## src/rtl/selftrig_fill_sequencer.sv

```systemverilog
// selftrig_fill_sequencer
//   Control sequencer for the self-triggered acquisition mux. Per fill it issues
//   a checksum init, then for each accepted trigger a waveform header followed by
//   N data bursts, then a fill header and finally the checksum. It also tracks the
//   waveform number, waveform start address and burst count for the headers.
//
// Ports
//   clk, rst_n              acquisition clock, asynchronous active-low reset
//   fill_start, fill_end    fill control pulses
//   trig                    self-trigger request pulse
//   adc_burst_valid         one 8-sample burst ready this cycle
//   fifo_ready              DDR3 write FIFO can accept
//   async_num_bursts[13:0]  data bursts per waveform (0 treated as 1)
//   base_adr[22:0]          DDR3 start address of the fill
//   select_*                registered mux selects (one-hot or idle)
//   checksum_init/_update   registered checksum strobes
//   fifo_wr_en              any select delayed one cycle
//   current_waveform_num, waveform_start_adr, num_fill_bursts  header fields
//   fill_busy, fill_done    fill status
//   dropped_trig[DROP_W-1:0] triggers ignored this fill
//
// Build option
//   SELFTRIG_DROP_CNT_EN    when defined, dropped_trig counts dropped triggers and
//                           lost bursts (saturating); otherwise it is tied to 0.

module selftrig_fill_sequencer #(
  parameter logic [22:0] MAX_WFM = 23'd8388607,
  parameter int unsigned DROP_W  = 8
) (
  input  logic              clk,
  input  logic              rst_n,
  input  logic              fill_start,
  input  logic              fill_end,
  input  logic              trig,
  input  logic              adc_burst_valid,
  input  logic              fifo_ready,
  input  logic [13:0]       async_num_bursts,
  input  logic [22:0]       base_adr,
  output logic              select_fill_hdr,
  output logic              select_waveform_hdr,
  output logic              select_dat,
  output logic              select_checksum,
  output logic              checksum_init,
  output logic              checksum_update,
  output logic              fifo_wr_en,
  output logic [22:0]       current_waveform_num,
  output logic [22:0]       waveform_start_adr,
  output logic [22:0]       num_fill_bursts,
  output logic              fill_busy,
  output logic              fill_done,
  output logic [DROP_W-1:0] dropped_trig
);

  typedef enum logic [2:0] {
    ST_IDLE,
    ST_INIT,
    ST_ARMED,
    ST_WFM_HDR,
    ST_DATA,
    ST_FILL_HDR,
    ST_CHKSUM
  } state_t;

  state_t      state_q, state_d;
  logic [13:0] burst_left_q, burst_left_d;
  logic        fill_end_pend_q, fill_end_pend_d;

  logic        sel_fill_hdr_q, sel_fill_hdr_d;
  logic        sel_wfm_hdr_q, sel_wfm_hdr_d;
  logic        sel_dat_q, sel_dat_d;
  logic        sel_checksum_q, sel_checksum_d;
  logic        ck_init_q, ck_init_d;
  logic        ck_update_q, ck_update_d;
  logic        fifo_wr_en_q;
  logic        fill_busy_q;
  logic        fill_done_q;
  logic [22:0] wfm_num_q;
  logic [22:0] wfm_adr_q;
  logic [22:0] nfb_q;
  logic [22:0] nfb_inc;
  logic        overflow_q;

  logic        wfm_done;
  logic        drop_trig;
  logic        lost_burst;

  always_comb begin
    state_d         = state_q;
    burst_left_d    = burst_left_q;
    fill_end_pend_d = fill_end_pend_q;
    sel_fill_hdr_d  = 1'b0;
    sel_wfm_hdr_d   = 1'b0;
    sel_dat_d       = 1'b0;
    sel_checksum_d  = 1'b0;
    ck_init_d       = 1'b0;
    ck_update_d     = 1'b0;
    wfm_done        = 1'b0;
    drop_trig       = 1'b0;
    lost_burst      = 1'b0;

    unique case (state_q)
      ST_IDLE: begin
        if (fill_start) state_d = ST_INIT;
      end
      ST_INIT: begin
        ck_init_d       = 1'b1;
        fill_end_pend_d = 1'b0;
        state_d         = ST_ARMED;
      end
      ST_ARMED: begin
        if (fill_end) begin
          state_d   = ST_FILL_HDR;
          drop_trig = trig;
        end else if (trig) begin
          if (wfm_num_q < MAX_WFM) state_d = ST_WFM_HDR;
          else                     drop_trig = 1'b1;
        end
      end
      ST_WFM_HDR: begin
        drop_trig = trig;
        if (fifo_ready) begin
          sel_wfm_hdr_d = 1'b1;
          burst_left_d  = (async_num_bursts == 14'd0) ? 14'd1 : async_num_bursts;
          state_d       = ST_DATA;
        end
      end
      ST_DATA: begin
        drop_trig = trig;
        if (fill_end) fill_end_pend_d = 1'b1;
        if (adc_burst_valid) begin
          if (fifo_ready) begin
            sel_dat_d    = 1'b1;
            ck_update_d  = 1'b1;
            burst_left_d = burst_left_q - 14'd1;
            if (burst_left_q == 14'd1) begin
              // A fill_end arriving with the last burst closes the fill too.
              wfm_done        = 1'b1;
              fill_end_pend_d = 1'b0;
              state_d = (fill_end_pend_q || fill_end) ? ST_FILL_HDR : ST_ARMED;
            end
          end else begin
            lost_burst = 1'b1;
          end
        end
      end
      ST_FILL_HDR: begin
        drop_trig = trig;
        if (fifo_ready) begin
          sel_fill_hdr_d = 1'b1;
          state_d        = ST_CHKSUM;
        end
      end
      ST_CHKSUM: begin
        drop_trig = trig;
        if (fifo_ready) begin
          sel_checksum_d = 1'b1;
          state_d        = ST_IDLE;
        end
      end
      default: state_d = ST_IDLE;
    endcase
  end

  // The fill header counts itself and the trailing checksum, so the checksum
  // select adds nothing further.
  always_comb begin
    nfb_inc = '0;
    if (sel_wfm_hdr_d || sel_dat_d) nfb_inc = 23'd1;
    else if (sel_fill_hdr_d)        nfb_inc = 23'd2;
  end

  always_ff @(posedge clk or negedge rst_n) begin
    if (!rst_n) begin
      state_q         <= ST_IDLE;
      burst_left_q    <= '0;
      fill_end_pend_q <= 1'b0;
      sel_fill_hdr_q  <= 1'b0;
      sel_wfm_hdr_q   <= 1'b0;
      sel_dat_q       <= 1'b0;
      sel_checksum_q  <= 1'b0;
      ck_init_q       <= 1'b0;
      ck_update_q     <= 1'b0;
      fifo_wr_en_q    <= 1'b0;
      fill_busy_q     <= 1'b0;
      fill_done_q     <= 1'b0;
      wfm_num_q       <= '0;
      wfm_adr_q       <= '0;
      nfb_q           <= '0;
      overflow_q      <= 1'b0;
    end else begin
      state_q         <= state_d;
      burst_left_q    <= burst_left_d;
      fill_end_pend_q <= fill_end_pend_d;
      sel_fill_hdr_q  <= sel_fill_hdr_d;
      sel_wfm_hdr_q   <= sel_wfm_hdr_d;
      sel_dat_q       <= sel_dat_d;
      sel_checksum_q  <= sel_checksum_d;
      ck_init_q       <= ck_init_d;
      ck_update_q     <= ck_update_d;
      fifo_wr_en_q    <= sel_fill_hdr_q | sel_wfm_hdr_q | sel_dat_q | sel_checksum_q;
      fill_busy_q     <= (state_d != ST_IDLE);
      fill_done_q     <= sel_checksum_q;
      if (state_q == ST_INIT) begin
        wfm_num_q  <= '0;
        nfb_q      <= '0;
        wfm_adr_q  <= base_adr;
        overflow_q <= 1'b0;
      end else begin
        nfb_q <= nfb_q + nfb_inc;
        if (wfm_done)      wfm_num_q  <= wfm_num_q + 23'd1;
        if (sel_wfm_hdr_d) wfm_adr_q  <= base_adr + nfb_q;
        if (lost_burst)    overflow_q <= 1'b1;
      end
    end
  end

  // Overflow is kept for debug visibility; nothing downstream consumes it.
  logic unused_overflow;
  assign unused_overflow = overflow_q;

`ifdef SELFTRIG_DROP_CNT_EN
  logic [DROP_W-1:0] drop_cnt_q, drop_cnt_d;
  logic [DROP_W:0]   drop_sum;

  always_comb begin
    drop_sum   = {1'b0, drop_cnt_q} + (DROP_W+1)'(drop_trig) + (DROP_W+1)'(lost_burst);
    drop_cnt_d = drop_sum[DROP_W] ? '1 : drop_sum[DROP_W-1:0];
    if (state_q == ST_INIT)      drop_cnt_d = '0;
    else if (state_q == ST_IDLE) drop_cnt_d = drop_cnt_q;
  end

  always_ff @(posedge clk or negedge rst_n) begin
    if (!rst_n) drop_cnt_q <= '0;
    else        drop_cnt_q <= drop_cnt_d;
  end

  assign dropped_trig = drop_cnt_q;
`else
  logic unused_drop;
  assign unused_drop  = drop_trig | lost_burst;
  assign dropped_trig = '0;
`endif

  assign select_fill_hdr      = sel_fill_hdr_q;
  assign select_waveform_hdr  = sel_wfm_hdr_q;
  assign select_dat           = sel_dat_q;
  assign select_checksum      = sel_checksum_q;
  assign checksum_init        = ck_init_q;
  assign checksum_update      = ck_update_q;
  assign fifo_wr_en           = fifo_wr_en_q;
  assign current_waveform_num = wfm_num_q;
  assign waveform_start_adr   = wfm_adr_q;
  assign num_fill_bursts      = nfb_q;
  assign fill_busy            = fill_busy_q;
  assign fill_done            = fill_done_q;

endmodule

```

## config.mk

```make
export PLATFORM = sky130hd
export DESIGN_NAME = selftrig_fill_sequencer
export DESIGN_NICKNAME = d
export VERILOG_FILES = /design/src/rtl/selftrig_fill_sequencer.sv
export SDC_FILE = /design/constraint.sdc
export NUM_CORES = 1
export LEC_CHECK = 0
export CORE_MARGIN = 2
export CORE_UTILIZATION = 50
export DETAILED_ROUTE_END_ITERATION = 6
export MAX_ROUTING_LAYER = met4
export PLACE_DENSITY = 0.79
export SYNTH_ARGS = -nofsm -noshare
export SYNTH_HDL_FRONTEND = slang
export SYNTH_SLANG_ARGS = --single-unit
```

## constraint.sdc

```tcl
create_clock -name clk -period 5.6 [get_ports clk]
set_input_delay 1.12 -clock clk [delete_from_list [all_inputs] [get_ports clk]]
set_output_delay 1.12 -clock clk [all_outputs]
set_load 0.05 [all_outputs]
```

Figure 1. Signal wires on met1 (run 1).
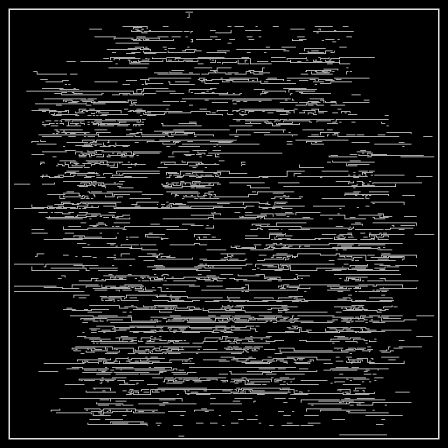
- longest straight run: 32.2 µm
- share of all routed wire: 45%
- main direction: horizontal

Figure 2. Metal 2 (run 1).
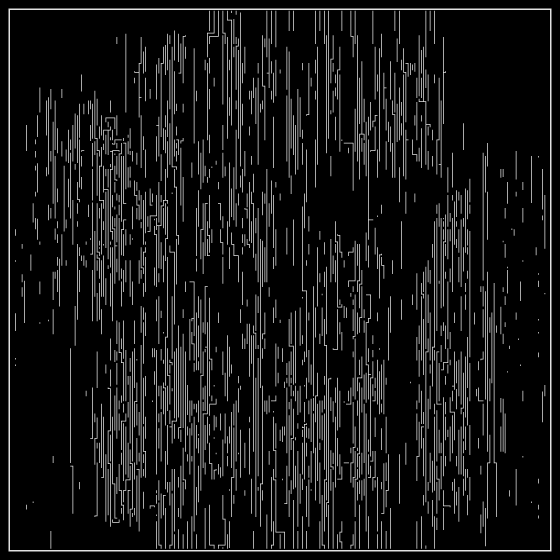
- longest straight run: 37.4 µm
- main direction: vertical
- nets with wire on the layer: 726

==> impl_metrics.yaml, run 1 <==
# synthesis and place-and-route metrics
placement:
  dp_slack_ps: 415
  dp.final_hpwl_um: 11100
  post-place-cells: 910
layout:
  fin_area_um2: 7460
  layout_top_cells: "120 x clkdlybuf4s50_1, 95 x dfrtp_1, 74 x nor2_1, 65 x nand2_1, 60 x a21oi_1"
  layout.cells.non_filler: 925
  num_antenna_cells: 0
  lay_top_count: "clkdlybuf4s50_1"
  drive_gt1_frac: 0.0486
  nets: 851
  areaGrowthSynthToFinish_pct: 26.5
synth:
  xor_area_frac: 0.0787
  ys_types: 60
  most_common_cell: "dfrtp_1"
  enable_flop_cells: 0
  flop_cell: "dfrtp_1"
  synthAoiAreaFrac: 0.195
  mux_share: 0.00530
  synth_area_um2: 5900
  top_area_frac: 0.403
  ys_sh_adder: 0.0641
  async_flop_share: 1.00
  top_cells_by_count: "95 x dfrtp_1, 74 x nor2_1, 65 x nand2_1"
  synth_cells: 673
  ys_sh_simple: 0.209
  synth-seq-cells: 95
  seq_area_frac_synth: 0.403
cts:
  clockBufferDepth: 2
  cts_made_buffers: 9
  cts_tree: "done"
  clk_pin_slew_ps: 70
  cts_resized: 0
  root_buffer: "clkbuf_16"
  cts.htree.levels: 3
worst_setup_path:
  worstSetupEndpointType: "flop"
  cp.required_ps: 5820
  cp_max_fo: 17
  critPathBufInv: 3
  start_kind: "input port"
  r2r_slack_ps: 880
  crit_path_frequent_cell: "nor2_1"
  regToRegStartpoint: "state_q[2]"
  slowest_stage: "clkdlybuf4s50_1"
  critical_path_class: "input port to flop"
  cp_slowest_stage_delay_ps: 700
  crit_path_start: "fifo_ready"
  crit_chain: "clkdlybuf4s50_1 > nand2_1 > nor2_1 > nor2_1 > inv_1 > ha_1 > inv_1 > fa_1 > or2_2 > or3_1 > nor3_1 > nand3_1 > xor2_1 > nor2_1"
  r2r-end: "num_fill_bursts[20]"
  cp_num_cells: 14
  setup.worst_path.end: "num_fill_bursts[20]"
  cp_top_family: "simple AND/OR/NAND/NOR gates"
  cp.arrival_ps: 5120
timing:
  setup_viol: 0
  maxClockFrequency_mhz: 204
  hold_ws_ps: 429
  setup_ws_ps: 701
  slew_headroom: 0.215
  hold_viol: 0
  finalCritPeriodShare: 0.875
  setup-tns-final_ps: 0
  finalClockSkew_ps: 6.67
flow_run:
  warnings: 27
  maxCapViolCount: 0
detailed_routing:
  post-route-drc-count: 0
  routed_wl_um: 15500
  antenna_left: 0
  drt_iter0_drc: 344
  routed-via-count: 5454
  routed_via_density: 5.90
  wl_per_cell_um: 16.7
  first_pass_iters: 5
min_path:
  hold_class: "flop to flop"
die:
  num_rows: 39
  die_w_um: 113
  die_h_um: 113
power_and_ir_drop:
  ir_drop_v: 0.000303
  p_leak_nw: 3.18
  p_int_mw: 1.66
  p_sw_mw: 1.28
  p_per_area_nw_per_um2: 394
  p_sw_frac: 0.436
status:
  status: "finished clean"
global_routing:
  grt_pass1_vias: 5222
  grt_pass1_wl_um: 25600
  grt_max_degree: 52
  grt_usage: 0.255
  antenna_found_initial: 0
Figure 3. Signal wires on met3 (run 1).
Bar = 20 µm. Cells faint in the background.
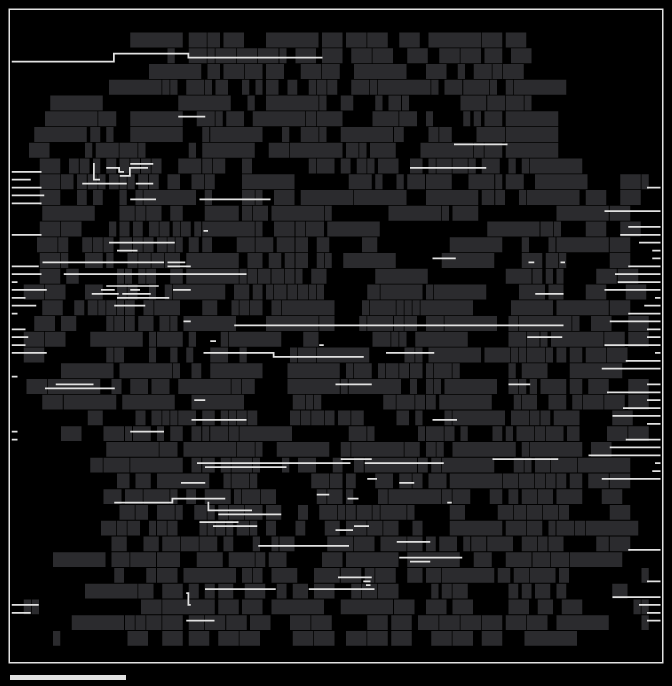
- longest straight run: 56.6 µm
- share of all routed wire: 5.6%
- nets with wire on the layer: 110
- main direction: horizontal

run 1: power by group through the flow:
| stage | combinational (mW) | sequential (mW) | clock (mW) |
|---|---|---|---|
| 6_report | 1.29 | 1.02 | 0.627 |
| 2_1_floorplan | 0.566 | 1.34 | 0 |
| 3_5_place_dp | 1.29 | 1.03 | 0 |
| 5_1_grt | 1.40 | 1.05 | 0.666 |
| 4_1_cts | 1.29 | 1.02 | 0.635 |
| 3_3_place_gp | 1.25 | 1.02 | 0 |
run 1: registers in the layout, summed over array words and instances (netlist names), 3 cells and up:
register / cells
waveform_start_adr: 23
current_waveform_num: 23
num_fill_bursts: 23
state_q: 3
burst_left_q: 14
run 1: stage by stage:
| stage | util | total power, mW |
|---|---|---|
| 6_report | 0.651 | 2.94 |
| 3_3_place_gp | 0.625 | 2.27 |
| 5_1_grt | 0.651 | 3.11 |
| 4_1_cts | 0.651 | 2.94 |
| 2_1_floorplan | - | 1.91 |
| 3_5_place_dp | 0.625 | 2.32 |
run 1: worst min path at each step:
stage | from | to | cells after the start
after floorplan | burst_left_q[3] | burst_left_q[3] | 2
after global placement | select_checksum | fill_done | 0
after detailed placement | select_checksum | fill_done | 0
after CTS | select_checksum | fill_done | 0
after global routing | select_checksum | fill_done | 0
final | select_checksum | fill_done | 0
run 1: per-layer routing:
layer  vias to the layer above  wire length, µm  GRT usage
met1                      2615             7000      0.340
met3                        31              868     0.0443
met5                         -                0          -
li1                       2616                -          -
met4                         0              302     0.0862
met2                       192             7310      0.397
run 1: cell type report:
cell class	instances	area, µm²
Fill cell	932	4010
Multi-Input combinational cell	525	3280
Sequential cell	95	2380
Timing Repair Buffer	127	1250
Clock buffer	10	239
Tap cell	143	179
Inverter	20	75.1
Clock inverter	5	57.6
==> run 2, diff against run 1 <==
--- a/config.mk
+++ b/config.mk
@@ -5,6 +5,7 @@
 export SDC_FILE = /design/constraint.sdc
 export NUM_CORES = 1
 export LEC_CHECK = 0
+export CORE_ASPECT_RATIO = 2
 export CORE_MARGIN = 2
 export CORE_UTILIZATION = 50
 export DETAILED_ROUTE_END_ITERATION = 6
Figure 4. Metal 2 (run 2).
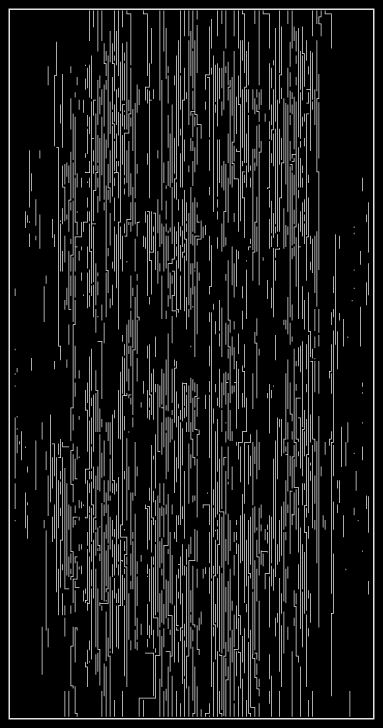
- main direction: vertical
- nets with wire on the layer: 750
- wire length on this layer: 8780 µm
- longest straight run: 59.2 µm
- share of all routed wire: 55%

==> run 2 against run 1 <==
Register-to-register slack better by 80 ps; total power fell by 1.3%; cell count grew 0.11%.
==> impl_metrics.yaml, run 2 <==
# synthesis and place-and-route metrics
status:
  status: "finished clean"
power_and_ir_drop:
  p_sw_mw: 1.29
  p_leak_nw: 3.16
  pg_comb_mw: 1.28
  p_sw_frac: 0.444
  ir_drop_v: 0.000275
  pg_seq_mw: 1.03
  power.total_mw: 2.90
  pg_clk_mw: 0.592
  p_int_mw: 1.61
synth:
  top_area_frac: 0.403
  synth-seq-cells: 95
  flop_cell: "dfrtp_1"
  top_cells_by_count: "95 x dfrtp_1, 74 x nor2_1, 65 x nand2_1"
  synth_area_um2: 5900
  most_common_cell: "dfrtp_1"
  seq_area_frac_synth: 0.403
timing:
  slew_headroom: 0.215
  hold_ws_ps: 419
  setup-tns-final_ps: 0
  setup_ws_ps: 839
  hold_viol: 0
  finalCritPeriodShare: 0.850
worst_setup_path:
  crit_path_frequent_cell: "nor2_1"
  cp_slowest_stage_delay_ps: 690
  cp.required_ps: 5860
  crit_chain: "clkdlybuf4s50_1 > nand2_1 > nor2_1 > nor2_1 > inv_1 > ha_1 > inv_1 > fa_1 > or2_2 > or3_1 > nor3_1 > nand3_1 > xor2_1 > nor2_1"
  critPathBufInv: 3
  slowest_stage: "clkdlybuf4s50_1"
  regToRegStartpoint: "state_q[2]"
  cp.arrival_ps: 5020
  start_kind: "input port"
detailed_routing:
  drt_iter0_drc: 380
  routed-via-count: 5473
  wl_per_cell_um: 17.1
cts:
  root_buffer: "clkbuf_16"
  clk_pin_slew_ps: 70
  cts_tree: "done"
  clockBufferDepth: 2
  cts_made_buffers: 9
  cts.htree.levels: 3
  cts_resized: 0
min_path:
  hold_class: "flop to flop"
  hp-start: "select_checksum"
  hold_depth: 0
  hold_path_end: "fill_done"
placement:
  dp_slack_ps: 503
global_routing:
  grt_usage: 0.262
  antenna_found_initial: 0
die:
  num_rows: 56
  die_h_um: 158
layout:
  fin_area_um2: 7440
  areaGrowthSynthToFinish_pct: 26.1
  nets: 849
  layout_top_cells: "120 x clkdlybuf4s50_1, 95 x dfrtp_1, 74 x nor2_1, 65 x nand2_1, 60 x a21oi_1"
  fin_util: 0.640
  fillers: 1013
  lay_top_count: "clkdlybuf4s50_1"
flow_run:
  warnings: 27
  maxCapViolCount: 0
Figure 5. Signal wires on met3 (run 2).
Bar = 20 µm. Cells faint in the background.
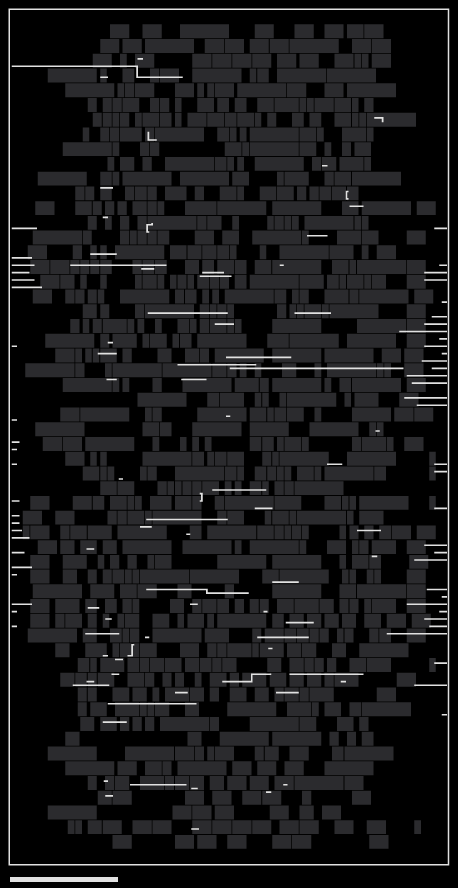
- longest straight run: 31.7 µm
- main direction: horizontal
- share of all routed wire: 3.3%
- nets with wire on the layer: 95

run 2: cell types whose count changed in the layout (fill, tap and decap cells not counted):
cell,delta
buf_4,-2
clkinv_4,+2
bufinv_16,-1
clkbuf_1,+1
clkinv_1,+1
clkinv_2,-1
inv_2,-1
inv_6,-1
inv_8,+1
run 2: worst max-delay path by stage:
stage	startpoint	to	slack, ps	cells past startpoint
after floorplan	fifo_ready	num_fill_bursts[20]	1250	16
after global placement	fifo_ready	num_fill_bursts[22]	640	14
after detailed placement	fifo_ready	num_fill_bursts[20]	500	14
after CTS	fifo_ready	num_fill_bursts[22]	820	14
after global routing	fifo_ready	num_fill_bursts[22]	460	14
final	fifo_ready	num_fill_bursts[22]	840	14
run 2: area by class of cell:
class                   count  area [µm²]  area share
flip-flops and latches     95        2380       0.320
clock inverters             5        42.5     0.00572
inverters                  20        75.1      0.0101
clock buffers              11         243      0.0326
multi-input cells         525        3280       0.441
repair buffers            125        1240       0.167
well taps                 145         181      0.0244
run 2: per-layer routing:
metal | vias to the layer above | track usage | share of wire | wire length, µm
met5 | - | - | 0 | 0
met4 | 0 | 0.129 | 0.039 | 625
met3 | 49 | 0.0239 | 0.032 | 514
met2 | 158 | 0.456 | 0.55 | 8780
met1 | 2666 | 0.296 | 0.37 | 5930
li1 | 2600 | - | - | -
run 2: cell families after synthesis:
group                      after synthesis  share of synthesized area
xor gates and xnor gates                53                     0.0787
other                                    1                   0.000636
buffers and inverters                   60                     0.0452
muxes                                    3                    0.00530
DFF                                     95                      0.403
and+or+nand+nor                        247                      0.209
adders and majority gates               29                     0.0641
AOI/OAI and AO/OA                      185                      0.195
==> run 3, diff against run 2 <==
--- a/config.mk
+++ b/config.mk
@@ -9,6 +9,7 @@
 export CORE_MARGIN = 2
 export CORE_UTILIZATION = 50
 export DETAILED_ROUTE_END_ITERATION = 6
+export HOLD_SLACK_MARGIN = 0.02
 export MAX_ROUTING_LAYER = met4
 export PLACE_DENSITY = 0.79
 export SYNTH_ARGS = -nofsm -noshare
Figure 6. Signal wires on met4 (run 3).
Bar = 20 µm.
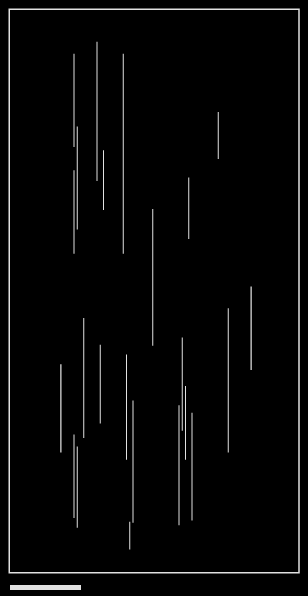
- main direction: vertical
- wire length on this layer: 625 µm
- share of all routed wire: 3.9%
- longest straight run: 55.8 µm
- nets with wire on the layer: 18

==> run 3 against run 2 <==
Die area unchanged; first-iteration DRC count stayed put; sequential cell count is the same; worst hold slack did not move; maximum frequency unchanged; count of clock-buffer cells in the layout is the same; routed wire length unchanged; highest routed layer unchanged.
==> impl_metrics.yaml, run 3 <==
# synthesis and place-and-route metrics
min_path:
  hold_class: "flop to flop"
  hp-start: "select_checksum"
layout:
  num_antenna_cells: 0
  drive_gt1_frac: 0.0448
  fin_area_um2: 7440
worst_setup_path:
  regToRegStartpoint: "state_q[2]"
  cp.arrival_ps: 5020
  critPathBufInv: 3
  r2r-end: "num_fill_bursts[22]"
  worstSetupEndpointType: "flop"
  crit_chain: "clkdlybuf4s50_1 > nand2_1 > nor2_1 > nor2_1 > inv_1 > ha_1 > inv_1 > fa_1 > or2_2 > or3_1 > nor3_1 > nand3_1 > xor2_1 > nor2_1"
  cp.required_ps: 5860
synth:
  synth_area_um2: 5900
  synth-seq-cells: 95
  most_common_cell: "dfrtp_1"
  enable_flop_cells: 0
  seq_area_frac_synth: 0.403
  synth_cells: 673
  top_cells_by_count: "95 x dfrtp_1, 74 x nor2_1, 65 x nand2_1"
timing:
  finalClockSkew_ps: 8.99
  hold_ws_ps: 419
  maxClockFrequency_mhz: 210
  setup-tns-final_ps: 0
  slew_headroom: 0.215
cts:
  clockBufferDepth: 2
  cts_made_buffers: 9
  cts_resized: 0
  cts_tree: "done"
  clk_pin_slew_ps: 70
detailed_routing:
  routed_wl_um: 15800
  drt_iter0_drc: 380
  wl_met1_um: 5930
  wl_per_cell_um: 17.1
  antenna_left: 0
  dr_wl_met2_um: 8780
  routed_via_density: 5.91
  routed-via-count: 5473
power_and_ir_drop:
  ir_drop_v: 0.000275
  p_sw_frac: 0.444
die:
  die_w_um: 80.8
flow_run:
  warnings: 27
  maxCapViolCount: 0
status:
  status: "finished clean"
global_routing:
  grt_usage: 0.262
  grt_pass1_vias: 5361
Figure 7. Metal 2 (run 3).
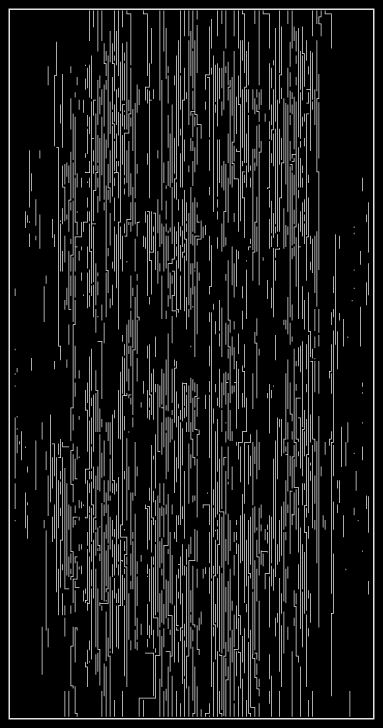
- main direction: vertical
- wire length on this layer: 8780 µm
- share of all routed wire: 55%
- longest straight run: 59.2 µm
- nets with wire on the layer: 750

run 3: final cells by class:
| cell class | instances | area [µm²] | share of cell area |
|---|---|---|---|
| clock buffers | 11 | 243 | 0.0326 |
| flip-flops and latches | 95 | 2380 | 0.320 |
| multi-input cells | 525 | 3280 | 0.441 |
| well taps | 145 | 181 | 0.0244 |
| repair buffers | 125 | 1240 | 0.167 |
| clock inverters | 5 | 42.5 | 0.00572 |
| inverters | 20 | 75.1 | 0.0101 |
run 3: logic make-up after synthesis:
kind of cell               Yosys count
and+or+nand+nor                    247
AOI/OAI and AO/OA                  185
DFF                                 95
buffers and inverters               60
xor gates and xnor gates            53
adders and majority gates           29
muxes                                3
other                                1
run 3: how the worst max path moves through the flow:
stage	slack, ps	cells past startpoint	to	start
2_1_floorplan	1250	16	num_fill_bursts[20]	fifo_ready
3_3_place_gp	640	14	num_fill_bursts[22]	fifo_ready
3_5_place_dp	500	14	num_fill_bursts[20]	fifo_ready
4_1_cts	820	14	num_fill_bursts[22]	fifo_ready
5_1_grt	460	14	num_fill_bursts[22]	fifo_ready
6_report	840	14	num_fill_bursts[22]	fifo_ready
run 3: layer usage:
metal | vias up | track usage
met3 | 49 | 0.0239
met5 | - | -
met2 | 158 | 0.456
met4 | 0 | 0.129
met1 | 2666 | 0.296
li1 | 2600 | -
run 3: per-stage QoR:
step                utilization  power [mW]
detailed placement        0.615        2.32
CTS                       0.640        2.91
finish                    0.640        2.90
global placement          0.615        2.28
global route              0.640        3.07
floorplan                     -        1.91
run 3: power by group through the flow:
stage | clock [mW] | combinational, mW | sequential, mW
after floorplan | 0 | 0.566 | 1.34
after global placement | 0 | 1.25 | 1.03
after detailed placement | 0 | 1.29 | 1.04
after CTS | 0.601 | 1.29 | 1.02
after global routing | 0.630 | 1.39 | 1.05
final | 0.592 | 1.28 | 1.03
Power and IR drop assume default switching activity.
